### config.mk
export PLATFORM = sky130hd
export DESIGN_NAME = sar_adc_ctrl_flat
export DESIGN_NICKNAME = d
export VERILOG_FILES = /design/src/rtl/sar_adc_ctrl_if.sv /design/src/rtl/sar_adc_ctrl.sv /design/src/flat_wrapper.sv
export SDC_FILE = /design/constraint.sdc
export NUM_CORES = 1
export LEC_CHECK = 0
export ABC_AREA = 0
export ABC_CLOCK_PERIOD_IN_PS = 2310
export CORE_ASPECT_RATIO = 0.8
export CORE_UTILIZATION = 38
export CTS_CLUSTER_DIAMETER = 120
export DETAILED_ROUTE_END_ITERATION = 16
export DONT_BUFFER_PORTS = 1
export GPL_ROUTABILITY_DRIVEN = 0
export SETUP_SLACK_MARGIN = 0.3
export SYNTH_ARGS = -nofsm -noshare
export SYNTH_HDL_FRONTEND = slang
export SYNTH_SLANG_ARGS = --single-unit
### constraint.sdc
create_clock -name clk -period 2.31 [get_ports clk]
set_input_delay 0.231 -clock clk [delete_from_list [all_inputs] [get_ports clk]]
set_output_delay 0.231 -clock clk [all_outputs]
set_load 0.01 [all_outputs]
### src/rtl/sar_adc_ctrl_if.sv
// Handshake/bus bundle between a SAR sequencer and its host/analog front end.
// Host (master) drives enable, start and the raw comparator; the sequencer (slave) drives the rest.
interface sar_adc_ctrl_if #(
    parameter int WIDTH = 8
);
    logic             ena;
    logic             start;
    logic             cmp_in;
    logic             sample_en;
    logic [WIDTH-1:0] dac_code;
    logic             busy;
    logic             done;
    logic [WIDTH-1:0] result;

    modport master (
        output ena, start, cmp_in,
        input  sample_en, dac_code, busy, done, result
    );

    modport slave (
        input  ena, start, cmp_in,
        output sample_en, dac_code, busy, done, result
    );
endinterface

### src/rtl/sar_adc_ctrl.sv
// SAR ADC sequencer: track phase, then one settle+decide slot per bit, result/done out of DONE.
// Latency 1+SAMPLE_CYCLES+WIDTH*(SETTLE_CYCLES+1) clocks from start; no backpressure, start ignored while busy.
module sar_adc_ctrl #(
    parameter int WIDTH         = 8,
    parameter int SAMPLE_CYCLES = 4,
    parameter int SETTLE_CYCLES = 3
) (
    input  logic          clk,
    input  logic          rst_n,
    sar_adc_ctrl_if.slave bus
);
    localparam int IW = (WIDTH > 1) ? $clog2(WIDTH) : 1;
    localparam logic [3:0]       SAMPLE_LOAD = 4'(SAMPLE_CYCLES - 1);
    localparam logic [3:0]       SETTLE_LOAD = 4'(SETTLE_CYCLES - 1);
    localparam logic [WIDTH-1:0] MSB_ONLY    = {1'b1, {(WIDTH-1){1'b0}}};

    typedef enum logic [2:0] {IDLE, SAMPLE, SETTLE, DECIDE, DONE} state_t;

    state_t           state_q, state_d;
    logic [3:0]       cnt_q, cnt_d;
    logic [IW-1:0]    idx_q, idx_d;
    logic [WIDTH-1:0] trial_q, trial_d;
    logic [WIDTH-1:0] result_q, result_d;
    logic [WIDTH-1:0] dac_q, dac_d;
    logic             done_q, done_d;
    logic             sample_en_q, sample_en_d;
    logic             busy_q, busy_d;
    logic             cmp_meta_q, cmp_s_q;

    always_comb begin
        state_d  = state_q;
        cnt_d    = cnt_q;
        idx_d    = idx_q;
        trial_d  = trial_q;
        result_d = result_q;
        done_d   = 1'b0;

        case (state_q)
            IDLE: begin
                if (bus.start) begin
                    state_d = SAMPLE;
                    cnt_d   = SAMPLE_LOAD;
                end
            end
            SAMPLE: begin
                if (cnt_q == '0) begin
                    state_d = SETTLE;
                    trial_d = MSB_ONLY;
                    idx_d   = IW'(WIDTH - 1);
                    cnt_d   = SETTLE_LOAD;
                end else begin
                    cnt_d = cnt_q - 4'd1;
                end
            end
            SETTLE: begin
                if (cnt_q == '0) begin
                    state_d = DECIDE;
                end else begin
                    cnt_d = cnt_q - 4'd1;
                end
            end
            DECIDE: begin
                trial_d[idx_q] = cmp_s_q;
                if (idx_q != '0) begin
                    trial_d[idx_q - 1'b1] = 1'b1;
                    idx_d   = idx_q - 1'b1;
                    cnt_d   = SETTLE_LOAD;
                    state_d = SETTLE;
                end else begin
                    state_d = DONE;
                end
            end
            DONE: begin
                result_d = trial_q;
                done_d   = 1'b1;
                state_d  = IDLE;
            end
            default: state_d = IDLE;
        endcase

        // Disable wins over everything, including the result commit in DONE.
        if (!bus.ena) begin
            state_d  = IDLE;
            cnt_d    = '0;
            idx_d    = '0;
            trial_d  = '0;
            result_d = result_q;
            done_d   = 1'b0;
        end
    end

    // Outputs are registered from the next state so they line up with the state they describe.
    always_comb begin
        sample_en_d = (state_d == SAMPLE);
        busy_d      = (state_d != IDLE);
        if (state_d == IDLE || state_d == DONE) begin
            dac_d = result_d;
        end else if (state_d == SAMPLE) begin
            dac_d = '0;
        end else begin
            dac_d = trial_d;
        end
    end

    always_ff @(posedge clk) begin
        if (!rst_n) begin
            state_q     <= IDLE;
            cnt_q       <= '0;
            idx_q       <= '0;
            trial_q     <= '0;
            result_q    <= '0;
            dac_q       <= '0;
            done_q      <= 1'b0;
            sample_en_q <= 1'b0;
            busy_q      <= 1'b0;
            cmp_meta_q  <= 1'b0;
            cmp_s_q     <= 1'b0;
        end else begin
            state_q     <= state_d;
            cnt_q       <= cnt_d;
            idx_q       <= idx_d;
            trial_q     <= trial_d;
            result_q    <= result_d;
            dac_q       <= dac_d;
            done_q      <= done_d;
            sample_en_q <= sample_en_d;
            busy_q      <= busy_d;
            cmp_meta_q  <= bus.cmp_in;
            cmp_s_q     <= cmp_meta_q;
        end
    end

    assign bus.sample_en = sample_en_q;
    assign bus.dac_code  = dac_q;
    assign bus.busy      = busy_q;
    assign bus.done      = done_q;
    assign bus.result    = result_q;
endmodule

### src/flat_wrapper.sv
// flat-port wrapper written by rule: the top's interface ports become plain ports
module sar_adc_ctrl_flat 
#(
    parameter int WIDTH         = 8,
    parameter int SAMPLE_CYCLES = 4,
    parameter int SETTLE_CYCLES = 3
)
  (clk, rst_n, bus_ena, bus_start, bus_cmp_in, bus_sample_en, bus_dac_code, bus_busy, bus_done, bus_result);
  sar_adc_ctrl_if #(.WIDTH(WIDTH)) bus_i ();
  input  logic clk;
  input  logic rst_n;
  input wire logic [$bits(bus_i.ena)-1:0] bus_ena;
  input wire logic [$bits(bus_i.start)-1:0] bus_start;
  input wire logic [$bits(bus_i.cmp_in)-1:0] bus_cmp_in;
  output wire logic [$bits(bus_i.sample_en)-1:0] bus_sample_en;
  output wire logic [$bits(bus_i.dac_code)-1:0] bus_dac_code;
  output wire logic [$bits(bus_i.busy)-1:0] bus_busy;
  output wire logic [$bits(bus_i.done)-1:0] bus_done;
  output wire logic [$bits(bus_i.result)-1:0] bus_result;
  assign bus_i.ena = bus_ena;
  assign bus_i.start = bus_start;
  assign bus_i.cmp_in = bus_cmp_in;
  assign bus_sample_en = bus_i.sample_en;
  assign bus_dac_code = bus_i.dac_code;
  assign bus_busy = bus_i.busy;
  assign bus_done = bus_i.done;
  assign bus_result = bus_i.result;
  sar_adc_ctrl #(.WIDTH(WIDTH), .SAMPLE_CYCLES(SAMPLE_CYCLES), .SETTLE_CYCLES(SETTLE_CYCLES)) u_core (.clk(clk), .rst_n(rst_n), .bus(bus_i));
endmodule
==> flow_metrics.env, run 1 <==
# physical design summary
export IMPL_ant_nets=0
export IMPL_dr_pass1_iters=11
export IMPL_tritoncts="built"
export IMPL_setup_violations=0
export IMPL_post_cts_buffers=0
export IMPL_wl_met3_um=231
export IMPL_top_layer_used="met3"
export IMPL_reg2reg_to="u_core.bus.dac_code[1]$_SDFF_PN0_"
export IMPL_synth_largest_type_area_fraction=0.427
export IMPL_r2r_worst_path_cells=6
export IMPL_min_from="rst_n"
export IMPL_insertion_delay_ps=290
export IMPL_holdWs_ps=60.7
export IMPL_sw_frac_of_total=0.229
export IMPL_power_switching_mw=0.318
export IMPL_vias=1542
export IMPL_ys_sh_adder=0.0205
export IMPL_cp_required_ps=2530
export IMPL_detailed_place_area_um2=1870
export IMPL_grt_pass1_vias=1396
export IMPL_fmax_mhz=518
export IMPL_common_cells="dfxtp_1 (39), nand2_1 (30), nor2_1 (14), a21oi_1 (9), nand3_1 (9)"
export IMPL_drc=1
export IMPL_wirelength_mm=4.19
export IMPL_hpwl_mm=2.87
export IMPL_seq_area_um2=782
export IMPL_largest_area_cell="dfxtp_1"
export IMPL_most_common_layout_cells="dfxtp_1 (38), nand2_1 (30), nor2_1 (14), nand3_1 (9), a21oi_1 (9)"
export IMPL_grt_max_degree=17
export IMPL_rsz0062_at_grt="yes"
export IMPL_report_final_slew_viol_count=0
export IMPL_die_y_um=64.0
export IMPL_setup_tns_ps=0
export IMPL_die_w_um=79.5
export IMPL_cts_sinks=39
export IMPL_pre_cts_ws_ps=230
export IMPL_worst_r2r_setup_slack_ps=380
export IMPL_grt_pass1_wl_mm=6.91
export IMPL_ctsResizeCount=1
export IMPL_finClkSkew_ps=3.63
export IMPL_static_leakage_power_nw=0.685
export IMPL_synth_comb_largest_family="simple AND/OR/NAND/NOR gates"
export IMPL_grt_use_met2=0.252
export IMPL_hold_viol=0
export IMPL_grtUsageMet1=0.267
export IMPL_ys_ff=39
export IMPL_outcome="finished, violations left"
export IMPL_synth_most_common_cell="dfxtp_1"
export IMPL_clk_power_mw=0.590
export IMPL_cp_slowest_stage_delay_ps=410
export IMPL_fp_nets=219
export IMPL_power_leader="registers"
export IMPL_period_used=0.836
export IMPL_cp_num_cells=6
export IMPL_power_frac_seq=0.498
export IMPL_ys_area_um2=1830
export IMPL_yosysSeqAreaShare=0.427
export IMPL_r2r_start="u_core.cnt_q[0]$_SDFFE_PN0P_"
export IMPL_htreeDepth=2
export IMPL_violations="DRC"
export IMPL_overflow=0
export IMPL_crit_buf_inv=1
export IMPL_final_clk_cell_share=0.0587
export IMPL_utilization=0.436
export IMPL_p_int_mw=1.07
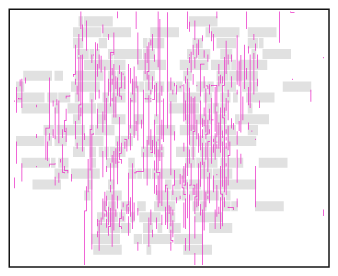
run_1/layer_met2.png
Scale: 4 px per µm.
share of all routed wire	43%
nets with wire on the layer	182

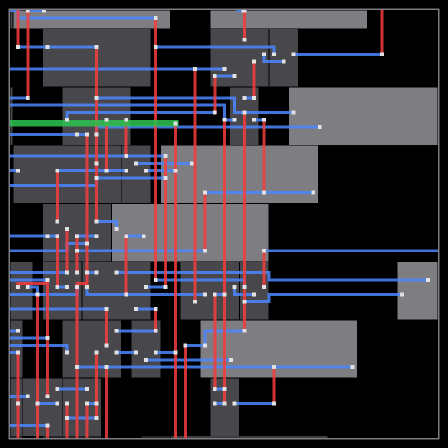
run_1/detail.png
Region (50, 38) to (70, 58) µm. Cells in gray, sequential cells in the stronger gray; small squares are vias.
color	layer
red	metal 2
green	metal 3
blue	metal 1
sequential cells in the window	4
cells with their middle in the window	22
netlist names of flops here include	u_core.trial_q (2)
most frequent	nand2_1 (4), dfxtp_1 (4), nand3_1 (3)

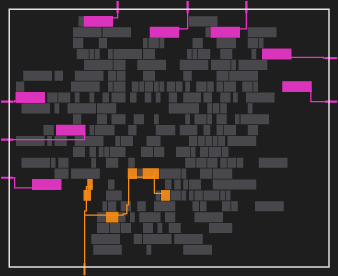
run_1/io_fan.png
Scale: 4 px per µm.
color	port	bits	direction	edge	end cells	wire
orange	bus_ena	1	input	south	7	58.4 µm
magenta	bus_dac_code	8	output	3 west, 3 north, 2 east	8	74.2 µm

run_1/clocks.png
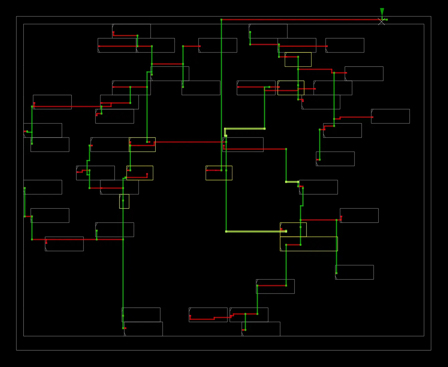

## Run 2: what changed since run 1
Settings changed: ABC_CLOCK_PERIOD_IN_PS 2310 to 1700.
Clock period 2.31 ns to 1.7 ns, I/O delays scaled along.
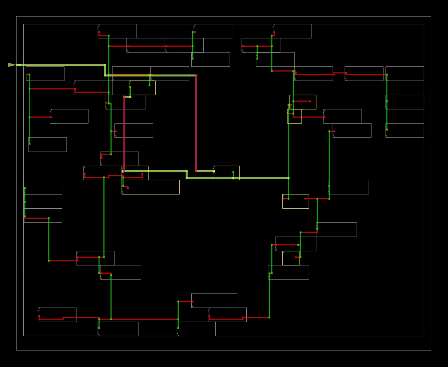
run_2/clocks.png
clk pwr: 0.785 mW
CTS sink count: 39

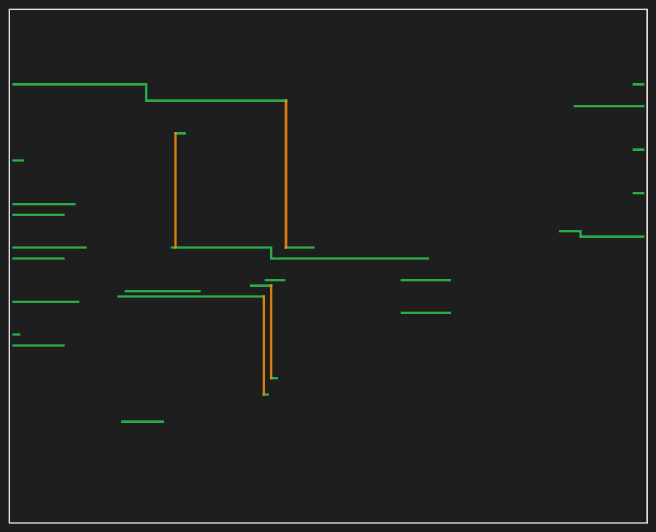
run_2/wires.png
Scale: 8 px per µm. Only two layers are drawn.
color	layer	wire length
green	metal 3	192 µm
orange	metal 4	56.4 µm

==> flow_metrics.env, run 2 <==
# physical design summary
export IMPL_outcome="finished, violations left"
export IMPL_violations="setup timing"
export IMPL_cp_slowest_stage_delay_ps=400
export IMPL_post_cts_buffers=5
export IMPL_most_common_layout_cells="dfxtp_1 (31), nand2_1 (30), buf_4 (28), nor2_1 (13), nand3_1 (9)"
export IMPL_grt_pass1_wl_mm=7.81
export IMPL_n_antenna_cell=0
export IMPL_ios=24
export IMPL_dr_pass1_iters=4
export IMPL_ys_sh_adder=0.0205
export IMPL_wirelength_mm=4.76
export IMPL_sw_frac_of_total=0.246
export IMPL_ys_area_um2=1830
export IMPL_utilization=0.539
export IMPL_synth_area_um2=1830
export IMPL_grt_use_met2=0.301
export IMPL_r2r_start="u_core.cnt_q[0]$_SDFFE_PN0P_"
export IMPL_r2r_worst_path_cells=7
export IMPL_tritoncts="built"
export IMPL_holdWs_ps=3.28
export IMPL_overflow=0
export IMPL_ys_ff=39
export IMPL_finalWorstSetupSlack_ps=-138
export IMPL_grt_max_degree=15
export IMPL_htreeDepth=2
export IMPL_largest_area_cell="dfxtp_1"
export IMPL_buffers=34
export IMPL_power_switching_mw=0.492
export IMPL_cp_required_ps=1940
export IMPL_final_clk_cell_share=0.0464
export IMPL_p_int_mw=1.50
export IMPL_report_final_slew_viol_count=0
export IMPL_min_from="rst_n"
export IMPL_ant_nets=0
export IMPL_power_leader="registers"
export IMPL_common_cells="dfxtp_1 (39), nand2_1 (30), nor2_1 (14), a21oi_1 (9), nand3_1 (9)"
export IMPL_ys_sh_simple=0.236
export IMPL_setup_violations=14
export IMPL_cts_hold_fix_buffers=2
export IMPL_top_layer_used="met4"
export IMPL_detailed_place_area_um2=2110
export IMPL_crit_buf_inv=2
export IMPL_cp_num_cells=7
export IMPL_yosysSeqAreaShare=0.427
export IMPL_static_leakage_power_nw=0.868
export IMPL_seq_area_um2=793
export IMPL_reg2reg_to="u_core.bus.dac_code[2]$_SDFF_PN0_"
export IMPL_wl_per_cell_um=15.9
export IMPL_power_share_clock=0.393
export IMPL_insertion_delay_ps=300
export IMPL_setup_tns_ps=-1050
export IMPL_die_w_um=79.5
export IMPL_rsz0062_at_grt="yes"
export IMPL_grtUsageMet1=0.281
export IMPL_hold_viol=0
export IMPL_synth_most_common_cell="dfxtp_1"
export IMPL_drt_met1_wl_mm=2.43
export IMPL_drc=0
export IMPL_synth_comb_largest_family="simple AND/OR/NAND/NOR gates"
export IMPL_wl_met3_um=192
export IMPL_cap_viol_max_count=0
export IMPL_buf_share=0.115
export IMPL_period_used=1.08
export IMPL_synth_largest_type_area_fraction=0.427
export IMPL_power_frac_seq=0.472
Power figures rest on the tool's default switching activity, not on a simulated workload.
